Run 1, track usage over the die:
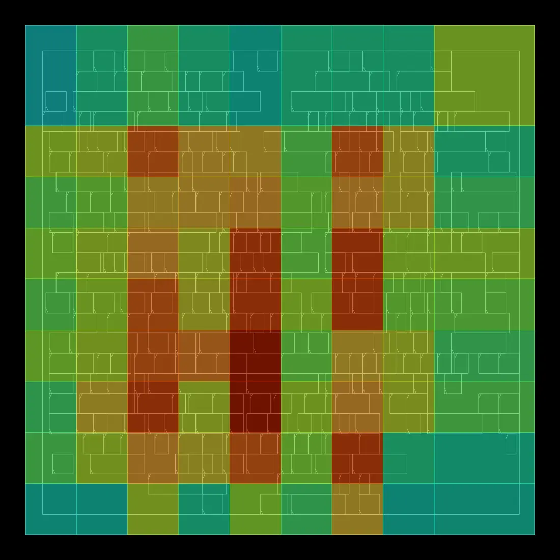
Run 1, cell classes on the final placement:
Bar = 20 um. Fill, decap, tap and diode cells in gray.
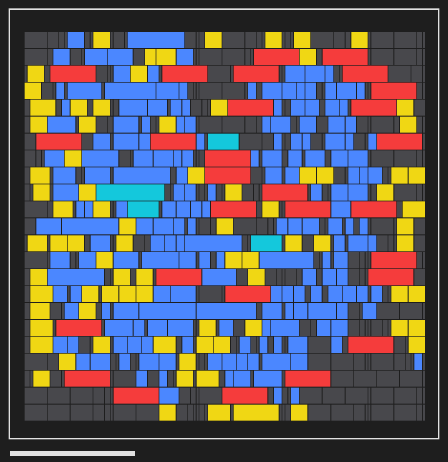
Run 1, signal wires on met1:
Supply wires on this layer in gray.
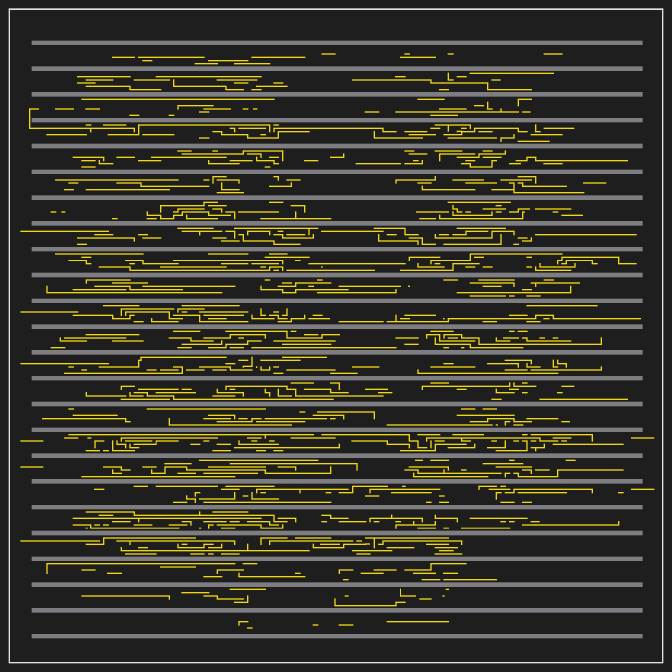
Run 1, placement density heat map:
7 x 7 tiles, from white (low) to dark blue (high), 0 to 100% covered.
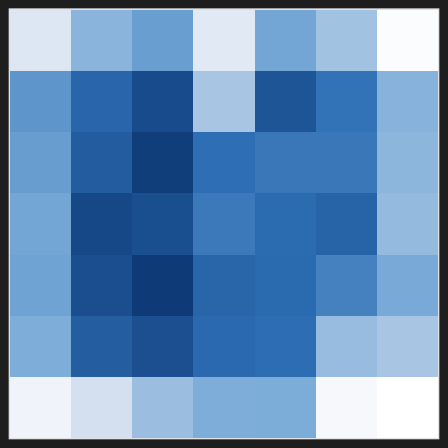
[src/rtl/prog_sequencer.sv]
// prog_sequencer
// Fetch/launch sequencer. It owns the program counter, the Start/Ack run
// handshake and the per-run cycle counter. NPROG program entry points can be
// selected. Branches can be absolute or signed-relative, and an optional
// cycle budget can end a run early.
//
// Ports:
//   Clk         system clock, rising edge
//   Reset       synchronous, active-high; returns everything to IDLE
//   Start       launch request (level); while high the entry address is reloaded
//   ProgSel     program index, sampled while Start is high
//   BranchAbsEn unconditional absolute jump to Target (RUN only)
//   BranchRelEn relative branch by signed Target, taken when Flag=1 (RUN only)
//   Flag        ALU condition flag
//   Target      absolute address or two's-complement offset
//   HaltReq     decoder "done" instruction (RUN only)
//   ProgCtr     current fetch address
//   Running     high only in RUN
//   Ack         high in DONE (run complete)
//   Timeout     last run ended by budget expiry
//   CycleCount  RUN cycles of the current/last run, saturating
module prog_sequencer #(
    parameter int                 PW         = 10,
    parameter int                 TW         = 10,
    parameter int                 NPROG      = 4,
    parameter logic [NPROG*PW-1:0] PROG_BASE = '0,
    parameter int                 CW         = 16,
    parameter int                 MAX_CYCLES = 0,
    localparam int                SW         = (NPROG > 1) ? $clog2(NPROG) : 1
) (
    input  logic          Clk,
    input  logic          Reset,
    input  logic          Start,
    input  logic [SW-1:0] ProgSel,
    input  logic          BranchAbsEn,
    input  logic          BranchRelEn,
    input  logic          Flag,
    input  logic [TW-1:0] Target,
    input  logic          HaltReq,
    output logic [PW-1:0] ProgCtr,
    output logic          Running,
    output logic          Ack,
    output logic          Timeout,
    output logic [CW-1:0] CycleCount
);

    typedef enum logic [1:0] {
        IDLE  = 2'd0,
        ARMED = 2'd1,
        RUN   = 2'd2,
        DONE  = 2'd3
    } state_t;

    state_t state;

    // An out-of-range selector (NPROG not a power of two) falls back to entry 0.
    function automatic logic [PW-1:0] entry_addr(input logic [SW-1:0] sel);
        if (int'(sel) < NPROG)
            return PROG_BASE[int'(sel)*PW +: PW];
        else
            return PROG_BASE[0 +: PW];
    endfunction

    // Sign-extend the offset to PC width; the add wraps modulo 2^PW.
    function automatic logic [PW-1:0] rel_target(input logic [PW-1:0] pc,
                                                 input logic [TW-1:0] off);
        logic signed [TW-1:0] off_s;
        logic signed [PW-1:0] off_x;
        off_s = $signed(off);
        off_x = PW'(off_s);
        return pc + $unsigned(off_x);
    endfunction

    function automatic logic [CW-1:0] sat_inc(input logic [CW-1:0] c);
        return (&c) ? c : c + CW'(1);
    endfunction

    logic budget_hit;
    assign budget_hit = (MAX_CYCLES != 0) && (CycleCount == CW'(MAX_CYCLES - 1));

    assign Running = (state == RUN);
    assign Ack     = (state == DONE);

    always_ff @(posedge Clk) begin
        if (Reset) begin
            state      <= IDLE;
            ProgCtr    <= '0;
            CycleCount <= '0;
            Timeout    <= 1'b0;
        end else begin
            case (state)
                IDLE: begin
                    if (Start) begin
                        state      <= ARMED;
                        ProgCtr    <= entry_addr(ProgSel);
                        CycleCount <= '0;
                        Timeout    <= 1'b0;
                    end
                end
                ARMED: begin
                    // Keep reloading while Start is held so the last ProgSel wins.
                    if (Start) begin
                        ProgCtr    <= entry_addr(ProgSel);
                        CycleCount <= '0;
                        Timeout    <= 1'b0;
                    end else begin
                        state <= RUN;
                    end
                end
                RUN: begin
                    if (Start) begin
                        // Abort and relaunch; the old count is discarded.
                        state      <= ARMED;
                        ProgCtr    <= entry_addr(ProgSel);
                        CycleCount <= '0;
                        Timeout    <= 1'b0;
                    end else begin
                        CycleCount <= sat_inc(CycleCount);
                        if (HaltReq) begin
                            state <= DONE;
                        end else if (budget_hit) begin
                            state   <= DONE;
                            Timeout <= 1'b1;
                        end else if (BranchAbsEn) begin
                            ProgCtr <= PW'(Target);
                        end else if (BranchRelEn && Flag) begin
                            ProgCtr <= rel_target(ProgCtr, Target);
                        end else begin
                            ProgCtr <= ProgCtr + PW'(1);
                        end
                    end
                end
                DONE: begin
                    if (Start) begin
                        state      <= ARMED;
                        ProgCtr    <= entry_addr(ProgSel);
                        CycleCount <= '0;
                        Timeout    <= 1'b0;
                    end
                end
                default: state <= IDLE;
            endcase
        end
    end

endmodule

[config.mk]
export PLATFORM = sky130hd
export DESIGN_NAME = prog_sequencer
export DESIGN_NICKNAME = d
export VERILOG_FILES = /design/src/rtl/prog_sequencer.sv
export SDC_FILE = /design/constraint.sdc
export NUM_CORES = 1
export LEC_CHECK = 0
export ABC_CLOCK_PERIOD_IN_PS = 2200
export CORE_MARGIN = 2
export CORE_UTILIZATION = 44
export CTS_CLUSTER_SIZE = 12
export DETAILED_ROUTE_END_ITERATION = 6
export PLACE_DENSITY = 0.78
export SETUP_SLACK_MARGIN = 0.1
export SLEW_MARGIN = 10
export SYNTH_ARGS = -nofsm -noshare
export SYNTH_HDL_FRONTEND = slang
export SYNTH_SLANG_ARGS = --single-unit
export TNS_END_PERCENT = 20
[constraint.sdc]
create_clock -name Clk -period 2.2 [get_ports Clk]
set_clock_uncertainty 0.05 [all_clocks]
set_input_delay 0.66 -clock Clk [delete_from_list [all_inputs] [get_ports Clk]]
set_output_delay 0.66 -clock Clk [all_outputs]
set_load 0.05 [all_outputs]
==> results_dict.tcl, run 1 <==
# implementation run metrics
set metrics [dict create \
    yosys_area_um2 1840 \
    cts_made_buffers 3 \
    top_area_cell "dfxtp_1" \
    outcome "completed" \
    combPwrFrac 0.334 \
    netlist_area_um2 1840 \
    globalplace.congestion 0.872 \
    r2r_cells 8 \
    postPlaceCellArea_um2 2530 \
    worst_ep_arrival_time_ps 2250 \
    routed_via_density 5.53 \
    ys_seq_elements 28 \
    power.switching_uw 479 \
    totalPowerFinal_mw 1.48 \
    top_cells_by_count "dfxtp_1, a21oi_1, nor2_1, xnor2_1, and3_1" \
    cts_tree "done" \
    dp_hpwl_um 3560 \
    hold_viol 0 \
    p_clk_frac 0.288 \
    ctsHoldBuffers 0 \
    p_seq_frac 0.378 \
    nFillCells 345 \
    p_clk_uw 425 \
    dp.cells 345 \
    overflow 0 \
    crit_start "Target[4]" \
    timing.fmax_mhz 479 \
    dr.pass1.iters 4 \
    synth_cell_types 47 \
    io_pins 48 \
    regArea_um2 561 \
    top_area_frac 0.304 \
    dr.first_iter.drc_count 123 \
    fin_area_um2 2760 \
    setup_viol 0 \
    final_common_cell "buf_4" \
    p_seq_uw 558 \
    yosys_cells 225 \
    worstSetupPathType "primary input to flop" \
    syn_avg_cell_area_um2 8.20 \
    drive_gt1_frac 0.339 \
    fin_nets 335 \
    root_buffer "clkbuf_8" \
    power.share.switching 0.324 \
    fin_tns_setup_ps 0 \
    clock_path_buffers 2 \
    clock.latency.late_pin_ps 280 \
    cp_max_fo 4 \
    rsz0062_at_grt "yes" \
    syn2layout_area_growth_pct 49.5 \
    dp_slack_ps -710 \
    lay_top_cells "buf_4, dfxtp_1, nor2_1" \
    r2r-start "state[0]" \
    start_kind "primary input" \
    path_clk_slew_ps 110 \
    grt_pass1_wl_um 8440 \
    antenna_cells 0 \
    ys.flop_type "dfxtp_1" \
    synth_nets 258 \
    antenna_found_initial 0 \
    seq_area_frac_synth 0.304 \
    portBuffers 44 \
    powerComb_uw 494 \
    ant_nets 0 \
    crit_path_end_kind "flop" \
    hp-start "CycleCount[10]" \
    maxCapViolCount 0 \
    fin_cells 351 \
    cts.sinks 28 \
    warnings 33 \
]
About 'track usage over the die':
Tot GR Track Use: 0.233
met3 Usage GRT: 0.0406
post-layout util: 0.684
met1 Resource Use GR: 0.286

About 'cell classes on the final placement':
[clock drivers and dummy loads] cyan | cells: 4
[remaining logic cells] blue | cells: 188
[remaining buffers and delay cells] yellow | cells: 81
[sequential cells] red | cells: 28
core area: 4030 um^2
flop share of the area: 0.203
Rows: 23

About 'signal wires on met1':
longest straight run: 25.8 um
nets with wire on the layer: 293
wire length on this layer: 2370 um
share of all routed wire: 46%
main direction: horizontal
total wire length: 5100 um
Via Count: 1942

About 'placement density heat map':
fullest tile: 96%
densest ninth of the die: middle
emptiest ninth of the die: bottom right
nearly empty tiles: 4.1%
tiles over 75% full: 37%
mean over tiles: 57%
fp util: 0.458

run 1: flip-flops by register name, summed over array words and instances (netlist names):
signal / count
ProgCtr: 10
state: 2
CycleCount: 16
run 1: logic make-up (layout without fill, tap and decap cells):
logic type / after synthesis / in the layout / synth area share
buffers and inverters: 16 / 92 / 0.0407
other: 1 / 1 / 0.00203
AND-OR/OR-AND: 57 / 57 / 0.192
AND/OR/NAND/NOR: 90 / 90 / 0.270
XOR/XNOR: 16 / 16 / 0.0760
multiplexers: 3 / 3 / 0.0163
adder cells (fa/ha/maj): 14 / 14 / 0.0991
flip-flops: 28 / 28 / 0.304
run 1: repair_timing:
| item | in CTS | in global routing |
|---|---|---|
| setup buffers | 1 | 1 |
| resized | 44 | 6 |
| pin swaps | 15 | 8 |
| setup endpoints to repair | 9 | 10 |
run 1: routing by layer:
metal | share of wire | GRT usage
met5 | 0 | 0
met1 | 0.46 | 0.286
met2 | 0.49 | 0.427
met4 | 0.0014 | 0.0441
met3 | 0.047 | 0.0406
run 1: worst max-delay path, stage by stage:
cell and delay (ps):
dlygate4sd2_1 240, and3_4 180, ha_4 230, a21oi_2 130, nand2_1 110, buf_4 160, o21ai_0 250, o311ai_2 150
o22ai_1 140
run 1: layout make-up:
cell class / count / share of cell area
multi-input combinational: 181 / 0.504
timing repair buffer: 81 / 0.234
sequential: 28 / 0.203
tap: 50 / 0.0227
clock buffer: 3 / 0.0150
clock inverter: 1 / 0.0109
inverter: 7 / 0.00953
run 1: worst min path at each step:
stage	endpoint	slack, ps	cells after the start
floorplan	state[0]	510	3
global placement	ProgCtr[2]	420	2
detailed placement	ProgCtr[2]	430	2
CTS	CycleCount[10]	470	2
global route	CycleCount[10]	510	2
finish	CycleCount[10]	470	2
==> inputs of run 2 (changes only) <==
CAP_MARGIN = 20   (was not set)
CORE_UTILIZATION = 46   (was 44)
CTS_BUF_LIST = sky130_fd_sc_hd__clkbuf_8   (was not set)
PLACE_DENSITY = 0.81   (was 0.78)
Run 2, placement density heat map:
7 x 7 tiles, from white (low) to dark blue (high), 0 to 100% covered.
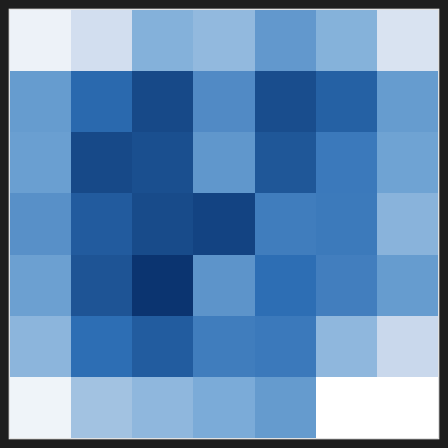
emptiest ninth of the die: bottom right
mean over tiles: 58%
tiles over 75% full: 29%
core area: 3940 um^2
post-layout util: 0.685

==> results_dict.tcl, run 2 <==
# implementation run metrics
set metrics [dict create \
    outcome "completed" \
    path_clk_slew_ps 100 \
    lay_top_cells "buf_4, dfxtp_1, nor2_1" \
    adder_share 0.0991 \
    wl_um 4970 \
    routed_via_density 5.60 \
    maxCapViolCount 0 \
    regMostFlops "CycleCount" \
    postPlaceCellArea_um2 2530 \
    timing.fmax_mhz 475 \
    track_usage 0.223 \
    top_regs "CycleCount: 16 flops, ProgCtr: 10 flops, state: 2 flops" \
    portBuffers 44 \
    drive_gt1_frac 0.331 \
    top_cells_by_count "dfxtp_1, a21oi_1, nor2_1, xnor2_1, and3_1" \
    worst_ep_arrival_time_ps 2220 \
    xor_area_frac 0.0760 \
    yosys.area_share.simple 0.270 \
    dr.first_iter.drc_count 68 \
    root_buffer "clkbuf_8" \
    clock.latency.late_pin_ps 270 \
    mux_area_frac 0.0163 \
    cts_tree "done" \
    num_vias 1955 \
    ys.flop_type "dfxtp_1" \
    busiest_layer "met2" \
    synth_cell_types 47 \
    largest_reg_flops 16 \
    crit_path_end_kind "flop" \
    worstSetupPathType "primary input to flop" \
    globalplace.congestion 0.879 \
    synth.logic.top_family "simple AND/OR/NAND/NOR gates" \
    ys_sh_aoi 0.192 \
    fin_nets 333 \
    top_area_frac 0.304 \
    fp-utilization 0.468 \
    grt_util_met3 0.0233 \
    rsz0062_at_grt "yes" \
    dp_hpwl_um 3720 \
    antenna_cells 0 \
    seq_area_frac_synth 0.304 \
]
run 2: cell counts after synthesis:
No cell type changed its count.
run 2: report_power, final:
part	switching, mW	internal (mW)
Combinational	0.266	0.216
Sequential	0.0263	0.532
Clock	0.161	0.160
run 2: area by class of cell:
type | instances | area (um^2)
Timing Repair Buffer | 79 | 633
Multi-Input combinational cell | 181 | 1360
Clock buffer | 4 | 55.1
Fill cell | 324 | 1240
Inverter | 7 | 26.3
Sequential cell | 28 | 561
Tap cell | 50 | 62.6
run 2: worst paths after layout:
path | startpoint | endpoint | slack, ps | cells past startpoint
hold reg to reg | ProgCtr[2] | ProgCtr[2] | 480 | 2
hold / removal | ProgCtr[2] | ProgCtr[2] | 480 | 2
setup / recovery | Target[4] | ProgCtr[9] | 100 | 9
setup reg to reg | ProgCtr[0] | ProgCtr[4] | 400 | 7
run 2: critical path, cell delays in order:
cell	delay (ps)
dlygate4sd2_1	240
and3_4	190
ha_4	250
a21oi_2	150
nand2_2	80
buf_4	140
o211ai_1	270
a211o_1	180
nand3_1	60
run 2: per-layer routing:
layer,part of all wire,vias to the layer above
met4,0.0097,0
met1,0.44,913
met2,0.50,67
li1,-,969
met3,0.053,6
met5,0,-
run 2: what timing repair did:
action	4_1_cts	5_1_grt
resized	37	9
setup endpoints to repair	9	10
pin swaps	12	8
run 2: metrics by stage:
stage               cells  worst slack, ps  hold slack [ps]
floorplan             225             12.8              511
global placement      345             -640              426
detailed placement    345             -694              437
CTS                   349             33.4              472
global route          349             38.4              499
finish                349             95.9              475
